`config.mk`:
```
export PLATFORM = sky130hd
export DESIGN_NAME = ifetch_queue
export DESIGN_NICKNAME = d
export VERILOG_FILES = /design/src/rtl/cpu_pkg.sv /design/src/rtl/ifq_fifo.sv /design/src/rtl/ifetch_queue.sv
export SDC_FILE = /design/constraint.sdc
export NUM_CORES = 1
export LEC_CHECK = 0
export CAP_MARGIN = 20
export CORE_MARGIN = 2
export CORE_UTILIZATION = 51
export DETAILED_ROUTE_END_ITERATION = 10
export PLACE_DENSITY = 0.77
export SLEW_MARGIN = 10
export SYNTH_ARGS = -nofsm -noshare
export SYNTH_HDL_FRONTEND = slang
export SYNTH_HIERARCHICAL = 1
export SYNTH_SLANG_ARGS = --single-unit
```
`constraint.sdc`:
```
create_clock -name clk -period 2.8 [get_ports clk]
set_clock_uncertainty 0.15 [all_clocks]
set_input_delay 0.56 -clock clk [delete_from_list [all_inputs] [get_ports clk]]
set_output_delay 0.56 -clock clk [all_outputs]
set_load 0.02 [all_outputs]
```
`src/rtl/cpu_pkg.sv`:
```
// Shared types and constants for the 16-bit CPU front end.
// Instruction-queue entry layout, fetch FSM states and PC arithmetic.
package cpu_pkg;

  localparam int AW = 16;
  localparam int IW = 16;
  localparam logic [IW-1:0] NOP_INSTR = 16'h7000;

  typedef struct packed {
    logic [AW-1:0] pc_next;
    logic [IW-1:0] instr;
  } ifq_entry_t;

  typedef enum logic [1:0] {
    IDLE = 2'd0,
    RUN  = 2'd1,
    HOLD = 2'd2
  } ifq_state_e;

  // Word address increment; wraps 16'hFFFF -> 16'h0000 naturally.
  function automatic logic [AW-1:0] pc_inc(input logic [AW-1:0] pc);
    return pc + AW'(1);
  endfunction

endpackage

```
`src/rtl/ifq_fifo.sv`:
```
// Generic synchronous FIFO with flush; flush wins over a same-cycle push or pop.
// Callers guarantee no push when full and no pop when empty.
module ifq_fifo #(
  parameter int WIDTH = 32,
  parameter int DEPTH = 4,
  localparam int CW = $clog2(DEPTH + 1),
  localparam int PW = (DEPTH > 1) ? $clog2(DEPTH) : 1
) (
  input  logic             clk,
  input  logic             rst_n,
  input  logic             push_i,
  input  logic             pop_i,
  input  logic             flush_i,
  input  logic [WIDTH-1:0] wdata_i,
  output logic [WIDTH-1:0] rdata_o,
  output logic             full_o,
  output logic             empty_o,
  output logic [CW-1:0]    count_o
);

  logic [WIDTH-1:0] mem_q [DEPTH];
  logic [PW-1:0]    wr_ptr_q, rd_ptr_q;
  logic [CW-1:0]    count_q;

  function automatic logic [PW-1:0] ptr_next(input logic [PW-1:0] p);
    return (p == PW'(DEPTH - 1)) ? '0 : p + PW'(1);
  endfunction

  always_ff @(posedge clk or negedge rst_n) begin
    // NOTE: sequential state uses non-blocking assignments so every register samples pre-edge values.
    if (!rst_n) begin
      wr_ptr_q <= '0;
      rd_ptr_q <= '0;
      count_q  <= '0;
    end else if (flush_i) begin
      wr_ptr_q <= '0;
      rd_ptr_q <= '0;
      count_q  <= '0;
    end else begin
      if (push_i) wr_ptr_q <= ptr_next(wr_ptr_q);
      if (pop_i)  rd_ptr_q <= ptr_next(rd_ptr_q);
      if (push_i && !pop_i)      count_q <= count_q + CW'(1);
      else if (!push_i && pop_i) count_q <= count_q - CW'(1);
    end
  end

  // NOTE: storage has no reset; the pointers and count alone define which words are valid.
  always_ff @(posedge clk) begin
    if (push_i && !flush_i) mem_q[wr_ptr_q] <= wdata_i;
  end

  assign rdata_o = mem_q[rd_ptr_q];
  assign count_o = count_q;
  assign empty_o = (count_q == '0);
  assign full_o  = (count_q == CW'(DEPTH));

endmodule

```
`src/rtl/ifetch_queue.sv`:
```
// Fetch stage: owns the fetch PC, issues imem reads, buffers {pc+1, instr} for decode.
// Optional IFQ_NOP_FILL_EN presents a NOP to decode whenever the queue is empty.
module ifetch_queue
  import cpu_pkg::*;
#(
  parameter int            DEPTH    = 4,
  parameter int            MAX_OUT  = 2,
  parameter logic [AW-1:0] RESET_PC = 16'h0000
) (
  input  logic          clk,
  input  logic          Rst,
  input  logic          redirect_valid,
  input  logic [AW-1:0] redirect_pc,
  output logic          imem_req_valid,
  input  logic          imem_req_ready,
  output logic [AW-1:0] imem_req_addr,
  input  logic          imem_rsp_valid,
  input  logic [IW-1:0] imem_rsp_data,
  output logic          dec_valid,
  input  logic          dec_ready,
  output logic [IW-1:0] dec_instr,
  output logic [AW-1:0] dec_pc_next
);

  localparam int QCW = $clog2(DEPTH + 1);
  localparam int PCW = $clog2(MAX_OUT + 1);

  ifq_state_e    state_q;
  logic [AW-1:0] pc_q, pc_d, rsp_pc_q, rsp_pc_d, hold_pc_q;
  logic [IW-1:0] hold_instr_q;
  logic          epoch_q;

  ifq_entry_t     q_head, q_wdata;
  logic [QCW-1:0] q_count;
  logic           q_empty, q_full, q_push;
  logic [PCW-1:0] outstanding;
  logic           pend_epoch, pend_empty, pend_full, pend_pop;
  logic           credit, req_fire, rsp_keep, show_nop, dec_pop;

  // Queued entries plus in-flight fetches may never exceed the queue size.
  assign credit   = (int'(q_count) + int'(outstanding) < DEPTH) && !pend_full;
  assign imem_req_valid = (state_q == RUN) && credit && !redirect_valid;
  assign imem_req_addr  = pc_q;
  assign req_fire = imem_req_valid && imem_req_ready;

  // Responses tagged with an older epoch belong to a flushed fetch stream.
  assign pend_pop = imem_rsp_valid && !pend_empty;
  assign rsp_keep = pend_pop && (pend_epoch == epoch_q) && !redirect_valid;
  assign q_push   = rsp_keep && !q_full;
  assign q_wdata  = '{pc_next: pc_inc(rsp_pc_q), instr: imem_rsp_data};

`ifdef IFQ_NOP_FILL_EN
  assign show_nop = (state_q != IDLE) && (q_empty || redirect_valid);
`else
  assign show_nop = 1'b0;
`endif

  assign dec_valid   = show_nop || (!q_empty && !redirect_valid);
  assign dec_pop     = dec_valid && dec_ready && !show_nop;
  assign dec_instr   = show_nop ? NOP_INSTR : (q_empty ? hold_instr_q : q_head.instr);
  assign dec_pc_next = (show_nop || q_empty) ? hold_pc_q : q_head.pc_next;

  always_comb begin
    // NOTE: defaults first so every path assigns and no latch is inferred.
    pc_d     = pc_q;
    rsp_pc_d = rsp_pc_q;
    if (redirect_valid) begin
      pc_d     = redirect_pc;
      rsp_pc_d = redirect_pc;
    end else begin
      if (req_fire) pc_d     = pc_inc(pc_q);
      if (rsp_keep) rsp_pc_d = pc_inc(rsp_pc_q);
    end
  end

  always_ff @(posedge clk or negedge Rst) begin
    if (!Rst) begin
      state_q      <= IDLE;
      pc_q         <= RESET_PC;
      rsp_pc_q     <= RESET_PC;
      epoch_q      <= 1'b0;
      hold_instr_q <= '0;
      hold_pc_q    <= '0;
    end else begin
      case (state_q)
        IDLE:    state_q <= RUN;
        RUN:     if (!credit) state_q <= HOLD;
        HOLD:    if (credit)  state_q <= RUN;
        default: state_q <= IDLE;
      endcase
      pc_q     <= pc_d;
      rsp_pc_q <= rsp_pc_d;
      if (redirect_valid) epoch_q <= ~epoch_q;
      if (!q_empty) begin
        hold_instr_q <= q_head.instr;
        hold_pc_q    <= q_head.pc_next;
      end
    end
  end

  ifq_fifo #(.WIDTH($bits(ifq_entry_t)), .DEPTH(DEPTH)) u_instr_q (
    .clk     (clk),
    .rst_n   (Rst),
    .push_i  (q_push),
    .pop_i   (dec_pop),
    .flush_i (redirect_valid),
    .wdata_i (q_wdata),
    .rdata_o (q_head),
    .full_o  (q_full),
    .empty_o (q_empty),
    .count_o (q_count)
  );

  ifq_fifo #(.WIDTH(1), .DEPTH(MAX_OUT)) u_pend_q (
    .clk     (clk),
    .rst_n   (Rst),
    .push_i  (req_fire),
    .pop_i   (pend_pop),
    .flush_i (1'b0),
    .wdata_i (epoch_q),
    .rdata_o (pend_epoch),
    .full_o  (pend_full),
    .empty_o (pend_empty),
    .count_o (outstanding)
  );

endmodule
```
Figure 1. Wire density map (run 1).
Scale: 3 px per µm. The die is cut into 27 by 27 equal tiles; white is low, dark blue is high, scaled to the fullest tile. Values are wire area over tile area, all layers added.
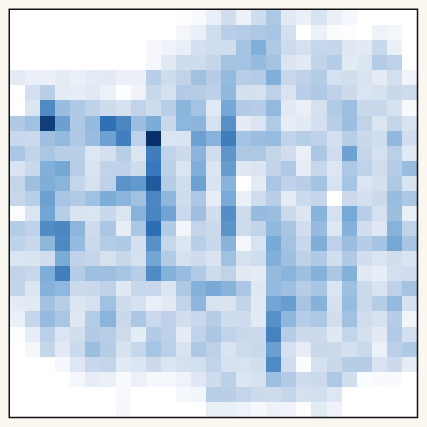
mean over tiles: 0.15
fullest tile: 0.65
nearly empty tiles: 14%
tiles over half the peak: 6.2%

Figure 2. Routed clock nets over the placement (run 1).
Scale: 3 px per µm.
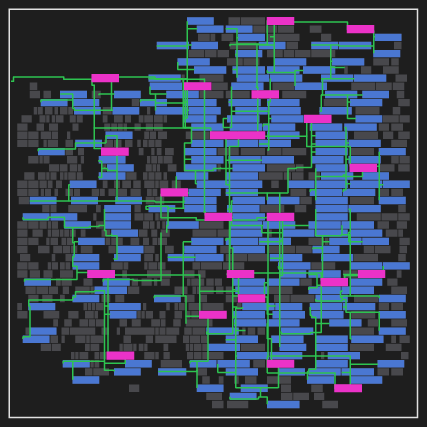
[green] clock wires | length: 2400 µm
[blue] flip-flops | count: 208
[magenta] clock drivers | count: 22
routed clock nets: 23
clk latency late pin: 0.50 ns
Clock group: 2.90 mW
Clock power frac: 0.245

Figure 3. Selected gate families (run 1).
Scale: 3 px per µm.
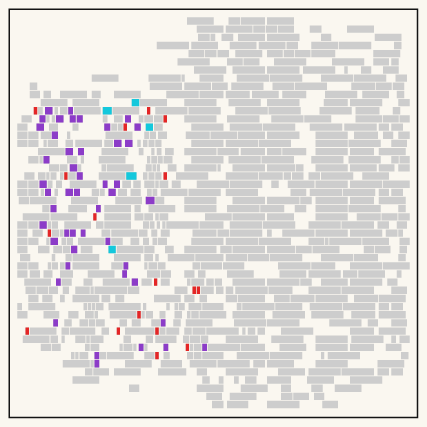
| color | family | cells |
|---|---|---|
| purple | inverting AOI/OAI gates | 47 |
| cyan | AND-OR and OR-AND gates | 5 |
| red | inverters | 17 |

Figure 4. Sub-block map (run 1).
Scale: 2 px per µm.
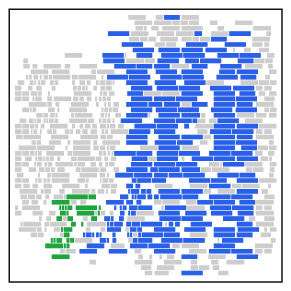
| color | instance | cells |
|---|---|---|
| blue | `u_instr_q` | 227 |
| green | `u_pend_q` | 30 |
not colored: 445

-- run 1: flip-flops by register name, indices dropped and copies added (netlist names) --
| signal | cells |
|---|---|
| state_q | 2 |
| u_pend_q/wr_ptr_q | 1 |
| hold_pc_q | 16 |
| imem_req_addr | 16 |
| u_pend_q/mem_q | 2 |
| u_pend_q/rd_ptr_q | 1 |
| epoch_q | 1 |
| u_instr_q/count_o | 3 |
| u_instr_q/rd_ptr_q | 2 |
| u_instr_q/wr_ptr_q | 2 |
| u_pend_q/count_o | 2 |
| u_instr_q/mem_q | 128 |
| rsp_pc_q | 16 |
| hold_instr_q | 16 |
-- run 1: what timing repair did --
item,CTS,global route
setup endpoints to repair,34,34
gates cloned,2,0
gates resized,204,21
pin swaps,0,0
buffers inserted,12,2
endpoints found under the hold margin,33,0
hold buffers,1,0
==> summary.txt, run 1 <==
Sequential Power: 4.03 mW
Status: finished with violations
Area fraction in compound gates: 0.0375
R2R cell count: 8
GR Layer Usage met3: 0.0333
DP Worst Slack: -0.140 ns
Final Worst Setup Slack: -0.0625 ns
TritonRoute pass-1 iters: 7
DRC viols: 0
Final setup viols: 17
Met2 WL: 8920 µm
Failing checks: setup timing
Mi-comb count: 303
# Max-Cap Violations: 0
Crit-path max cell delay: 0.51 ns
Synth Area in Adders: 0.0176
Num ports: 88
Power Density: 1060 mW/mm²
Register Area: 0.00586 mm²
Post-DR wirelength/cell: 19.2 µm
Worst-Margin Slew: 0.587 ns
Post-route cell area: 0.0112 mm²
Mapped Cells: 550
Bufs w/o clock: 134
Worst path bufs/invs: 3
H-tree Lvls: 1
Worst hold endpoint: hold_pc_q[1]
CP startpoint kind: register
Final Hold Vio Count: 0
Area reported by Yosys stat: 0.00883 mm²
Final GP Congestion: 0.865
Post-synth regs: 208
Top cells by area, synth: edfxtp_1, dfrtp_1, mux4_2, mux2_2, xnor2_1
# clock sinks: 208
Tap cells: 225
Synth mux share: 0.137
Top pwr grp: combinational logic
Initial antenna violation count: 0
Area of the mapped netlist: 0.00883 mm²
CTS tree: done
Logic share of the area: 0.258
Crit-path leading delay family: multiplexers
CP arrival: 2.15 ns
CP Capture Type: output port
Top-area cell share: 0.442
Worst hold start: hold_pc_q[1]
RR Endpoint: u_instr_q/count_o[2]
Met1 usage: 0.260
Filler instances: 1193
Pleak: 4.16 nW
Vias per inst: 5.62
Crit Path Max Fanout: 7
Final wirelength: 17800 µm
Die width: 136 µm
Period Utilization, post-route: 1.02
Top logic family: multiplexers
Chip height: 136 µm
Int Power: 8.05 mW
CP Cell Sequence: buf_12, buf_12, mux4_2, mux2_4, buf_6
Synth Seq Share: 0.663
Met1 WL: 7590 µm
Site row count: 48
Top Layout Cells: edfxtp_1, dfrtp_1, clkdlybuf4s50_1
Total power draw: 11.8 mW
RSZ-0062 raised after global routing: true
Post-synth EDFFs: 130
Combinational Power Share: 0.415
CP endpoint: dec_instr[7]
CTS buffer count: 22
Main flop type: edfxtp_1
Worst min path class: reg2reg
Fin Setup TNS: -0.505 ns
Simple Share, Synth: 0.0832
Figure 5. Routing congestion (run 1).
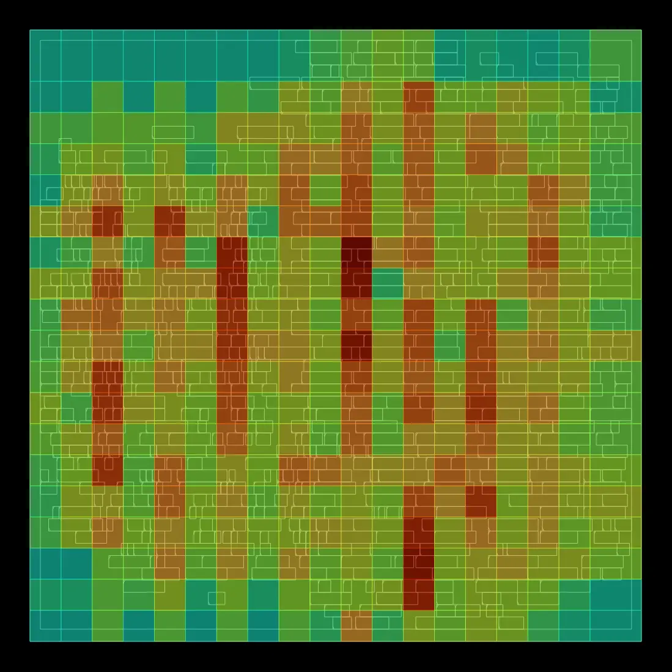

==> run 1 -> run 2 <==
Settings changed: SKIP_CTS_REPAIR_TIMING from default to 1.
Figure 6. Routing congestion (run 2).
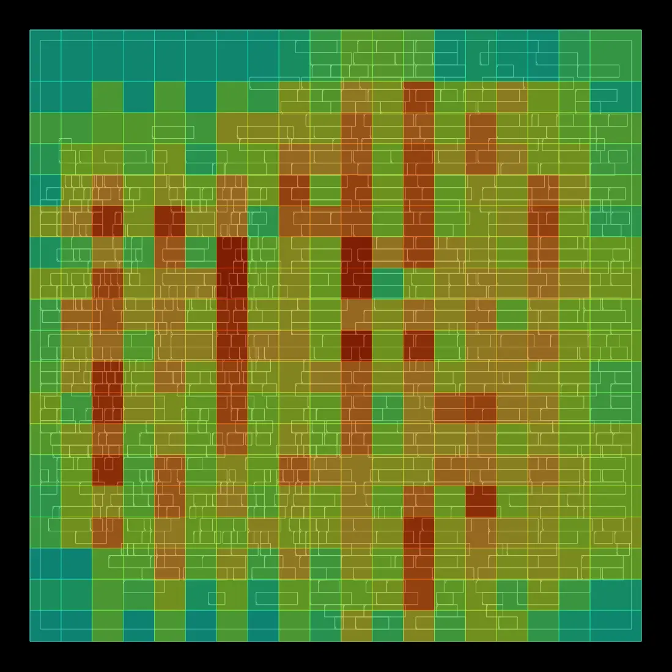
fin util: 0.653
met1 usage: 0.250
grt met2 use: 0.338

Figure 7. Sub-block map (run 2).
Scale: 2 px per µm.
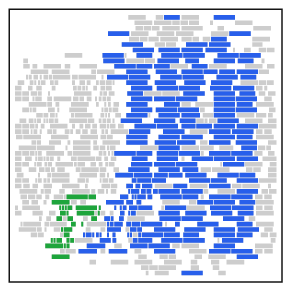
| color | instance | cells |
|---|---|---|
| blue | `u_instr_q` | 225 |
| green | `u_pend_q` | 30 |
not colored: 444
Final Non-Filler Cells: 924
Die ar.: 0.0184 mm²

==> run 2 against run 1 <==
  * Sequential share of layout area hardly changed
  * Clock-buffer cell count did not move
  * Largest power group unchanged
  * First-iteration DRC count fell by 11%
  * Sequential cell count unchanged
  * Utilization grew 0.073 points
  * Critical path type unchanged
  * The flow still finishes with violations (setup timing)
  * Combinational power is 1% lower
  * Sequential power is essentially flat
  * Die size is the same
  * Non-clock buffer count fell by 3
  * Global-route usage down 0.59 points
  * Area after synthesis unchanged
  * Final area up 0.11%
==> summary.txt, run 2 <==
Met1 WL: 7650 µm (was 7590 µm)
Final Hold Vio Count: 0 (unchanged)
Failing checks: setup timing (unchanged)
Crit Path Max Fanout: 8 (was 7)
Max FFs per register: 128 (unchanged)
Post-DR wirelength/cell: 19.4 µm (was 19.2 µm)
Fin Setup TNS: -0.763 ns (was -0.505 ns)
Area fraction in compound gates: 0.0375 (unchanged)
Area reported by Yosys stat: 0.00883 mm² (unchanged)
Pleak: 4.21 nW (was 4.16 nW)
Simple Share, Synth: 0.0832 (unchanged)
Final GP Congestion: 0.865 (unchanged)
Final wirelength: 17900 µm (was 17800 µm)
Met2 WL: 8990 µm (was 8920 µm)
Vias: 5149 (was 5206)
# diodes: 0 (unchanged)
Top-area cell share: 0.442 (unchanged)
Int Power: 8.01 mW (was 8.05 mW)
RSZ-0062 raised after global routing: true (unchanged)
DP Worst Slack: -0.140 ns (unchanged)
Filler instances: 1189 (was 1193)
Period Utilization, post-route: 1.02 (about the same)
Total power draw: 11.8 mW (about the same)
Initial antenna violation count: 0 (unchanged)
H-tree Lvls: 1 (unchanged)
DRC viols: 0 (unchanged)
Top logic family: multiplexers (unchanged)
GR Layer Usage met3: 0.0333 (unchanged)
CP arrival: 2.15 ns (about the same)
Top cells by area, synth: edfxtp_1, dfrtp_1, mux4_2, mux2_2, xnor2_1 (unchanged)
Worst min path class: reg2reg (unchanged)
Synth mux share: 0.137 (unchanged)
Worst-Margin Slew: 0.588 ns (was 0.587 ns)
Final setup viols: 27 (was 17)
CTS buffer count: 22 (unchanged)
Crit-path leading delay family: multiplexers (unchanged)
Site row count: 48 (unchanged)
Worst hold start: hold_instr_q[1] (was hold_pc_q[1])
CP Capture Type: output port (unchanged)
Die width: 136 µm (unchanged)
Synth Area in Adders: 0.0176 (unchanged)
Distinct lib cells: 54 (unchanged)
Status: finished with violations (unchanged)
Area of the mapped netlist: 0.00883 mm² (unchanged)
Synth Seq Share: 0.663 (unchanged)
Clk latency late pin: 0.50 ns (about the same)
Final Worst Setup Slack: -0.0590 ns (was -0.0625 ns)
Worst hold endpoint: hold_instr_q[1] (was hold_pc_q[1])
RR Endpoint: u_instr_q/count_o[2] (unchanged)
CP Cell Sequence: buf_12, buf_12, mux4_2, mux2_2, clkbuf_2 (was buf_12, buf_12, mux4_2, mux2_4, buf_6)
TritonRoute pass-1 iters: 5 (was 7)
Top Layout Cells: edfxtp_1, dfrtp_1, clkdlybuf4s50_1 (unchanged)
CP startpoint kind: register (unchanged)
Worst path bufs/invs: 3 (unchanged)
Num ports: 88 (unchanged)
Post-route cell area: 0.0112 mm² (about the same)
-- run 2: cell count changes in the layout (fill, tap and decap cells not counted), sizes merged --
cell | previous run | this run
dlymetal6s2s | 0 | 13
clkbuf | 32 | 37
buf | 81 | 60
-- run 2: power groups by stage --
stage	clock network, mW	logic, mW	registers, mW
floorplan	0	2.64	4.01
global placement	0	4.24	4.02
detailed placement	0	4.34	4.05
CTS	2.95	4.37	3.99
global route	3.08	5.19	4.06
finish	2.90	4.87	4.01
-- run 2: final cells by class --
cell class	count	area, µm²	share of cell area
clock buffer	32	661	0.0591
clock inverter	8	73.8	0.00660
inverter	17	63.8	0.00571
multi-input combinational	303	2840	0.254
sequential	208	5860	0.524
tap	225	282	0.0252
timing repair buffer	131	1400	0.126
Figure 8. Wire density map (run 2).
Scale: 3 px per µm. The die is cut into 27 by 27 equal tiles; white is low, dark blue is high, scaled to the fullest tile. Values are wire area over tile area, all layers added.
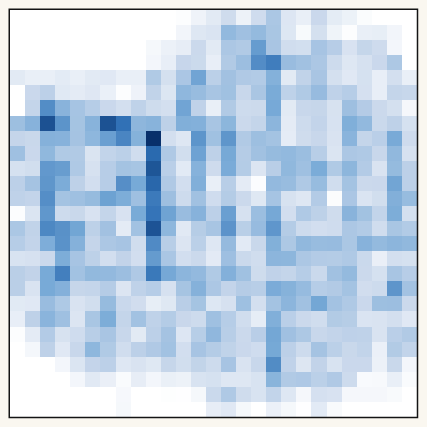

==> run 2 -> run 3 <==
Settings changed: CORE_UTILIZATION 51 to 50, GPL_ROUTABILITY_DRIVEN from default to 0, PLACE_DENSITY 0.77 to 0.72.
Figure 9. Wire density map (run 3).
Scale: 3 px per µm. The die is cut into 27 by 27 equal tiles; white is low, dark blue is high, scaled to the fullest tile. Values are wire area over tile area, all layers added.
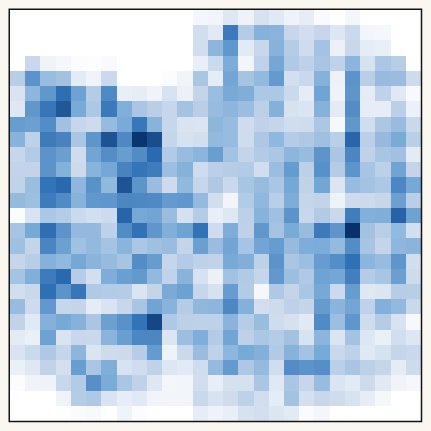
fullest tile: 0.47
mean over tiles: 0.15
densest ninth of the die: left middle
tiles over half the peak: 20%
nearly empty tiles: 11%

Figure 10. Routing congestion (run 3).
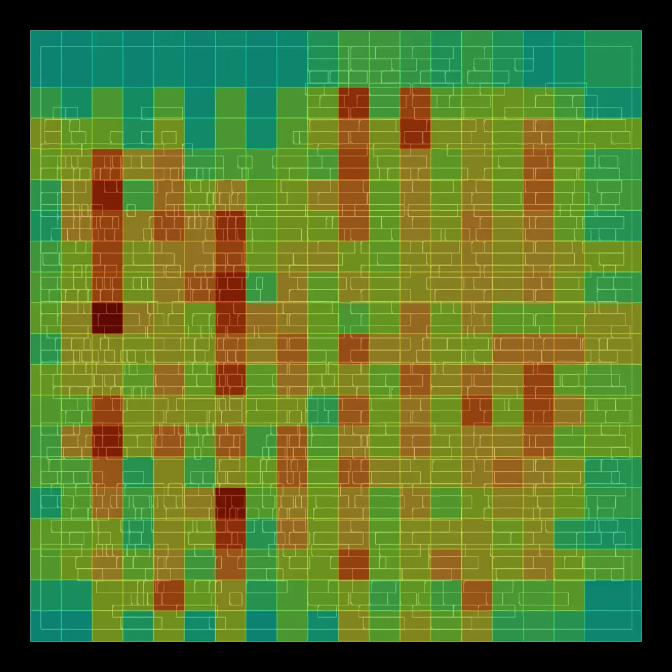
Top Usage Layer GRT: met2
post-DR wirelength/cell: 19.2 µm
met1 usage: 0.242

==> run 3 against run 2 <==
  * The run still ends with setup timing left
  * Area after synthesis unchanged
  * Routed wire length fell by 0.36%
  * Sequential share of layout area fell by 0.37 points
  * Register-to-register slack improved by 0.02 ns
  * Final cell count grew 0.32%
  * Critical path depth unchanged
  * Utilization down 0.22 points
  * Fmax increased by 0.16%
  * Clock power fell by 2%
  * Non-clock buffer count rose by 4
  * Power is 1.9% higher
  * Clock-buffer cell count shrank 3
  * Largest cell class unchanged
==> summary.txt, run 3 <==
Total power draw: 12.0 mW (was 11.8 mW)
Mapped Cells: 550 (unchanged)
# diodes: 0 (unchanged)
Area fraction in compound gates: 0.0375 (unchanged)
Top-area cell share: 0.442 (unchanged)
Num ports: 88 (unchanged)
R2R cell count: 7 (was 8)
Post-synth EDFFs: 130 (unchanged)
Final Non-Filler Cells: 927 (was 924)
Filler instances: 1205 (was 1189)
Top pwr grp: combinational logic (unchanged)
Pleak: 4.21 nW (about the same)
Top logic family: multiplexers (unchanged)
CP Capture Type: output port (unchanged)
Synth Seq Share: 0.663 (unchanged)
Simple Share, Synth: 0.0832 (unchanged)
Period Utilization, post-route: 1.02 (about the same)
Initial antenna violation count: 0 (unchanged)
RR Endpoint: u_instr_q/mem_q[2][25] (was u_instr_q/count_o[2])
Main flop type: edfxtp_1 (unchanged)
Area of the mapped netlist: 0.00883 mm² (unchanged)
Final setup viols: 29 (was 27)
Area reported by Yosys stat: 0.00883 mm² (unchanged)
Final Hold Vio Count: 0 (unchanged)
Logic area: 0.00287 mm² (was 0.00284 mm²)
Top Layout Cells: edfxtp_1, dfrtp_1, clkdlybuf4s50_1 (unchanged)
Failing checks: setup timing (unchanged)
CP startpoint kind: register (unchanged)
Chip height: 137 µm (was 136 µm)
Int Power: 8.17 mW (was 8.01 mW)
DP Worst Slack: -0.126 ns (was -0.140 ns)
Worst hold start: hold_instr_q[14] (was hold_instr_q[1])
Combinational Power Share: 0.430 (was 0.413)
CP arrival: 2.14 ns (was 2.15 ns)
Crit Path Max Fanout: 8 (unchanged)
Post-synth regs: 208 (unchanged)
DRC viols: 0 (unchanged)
Top cells by area, synth: edfxtp_1, dfrtp_1, mux4_2, mux2_2, xnor2_1 (unchanged)
Die ar.: 0.0187 mm² (was 0.0184 mm²)
CTS tree: done (unchanged)
Die width: 137 µm (was 136 µm)
Power Density: 1070 mW/mm² (was 1050 mW/mm²)
Synth mux share: 0.137 (unchanged)
Status: finished with violations (unchanged)
Synth Area in Adders: 0.0176 (unchanged)
Post-route cell area: 0.0113 mm² (was 0.0112 mm²)
Max FFs per register: 128 (unchanged)
Logic power comb: 5.16 mW (was 4.87 mW)
Final Worst Setup Slack: -0.0544 ns (was -0.0590 ns)
-- run 3: area by class of cell --
| class | count | share of cell area |
|---|---|---|
| clock buffers | 29 | 0.0539 |
| flip-flops and latches | 208 | 0.521 |
| clock inverters | 10 | 0.0101 |
| well taps | 225 | 0.0250 |
| multi-input cells | 303 | 0.255 |
| repair buffers | 135 | 0.130 |
| inverters | 17 | 0.00567 |
-- run 3: metal layers --
layer	share of wire	GRT usage	wire [µm]	vias to the layer above
li1	-	-	-	2386
met1	0.43	0.242	7610	2631
met2	0.51	0.328	9060	155
met3	0.050	0.0348	900	21
met4	0.015	0.0418	265	0
met5	0	0	0	-
-- run 3: worst max-delay path: cells and delay by family (launching register included) --
family / cells / cell delay, ns
mux: 2 / 0.82
flops: 1 / 0.41
buf+inv: 3 / 0.39
Power and IR drop assume default switching activity.
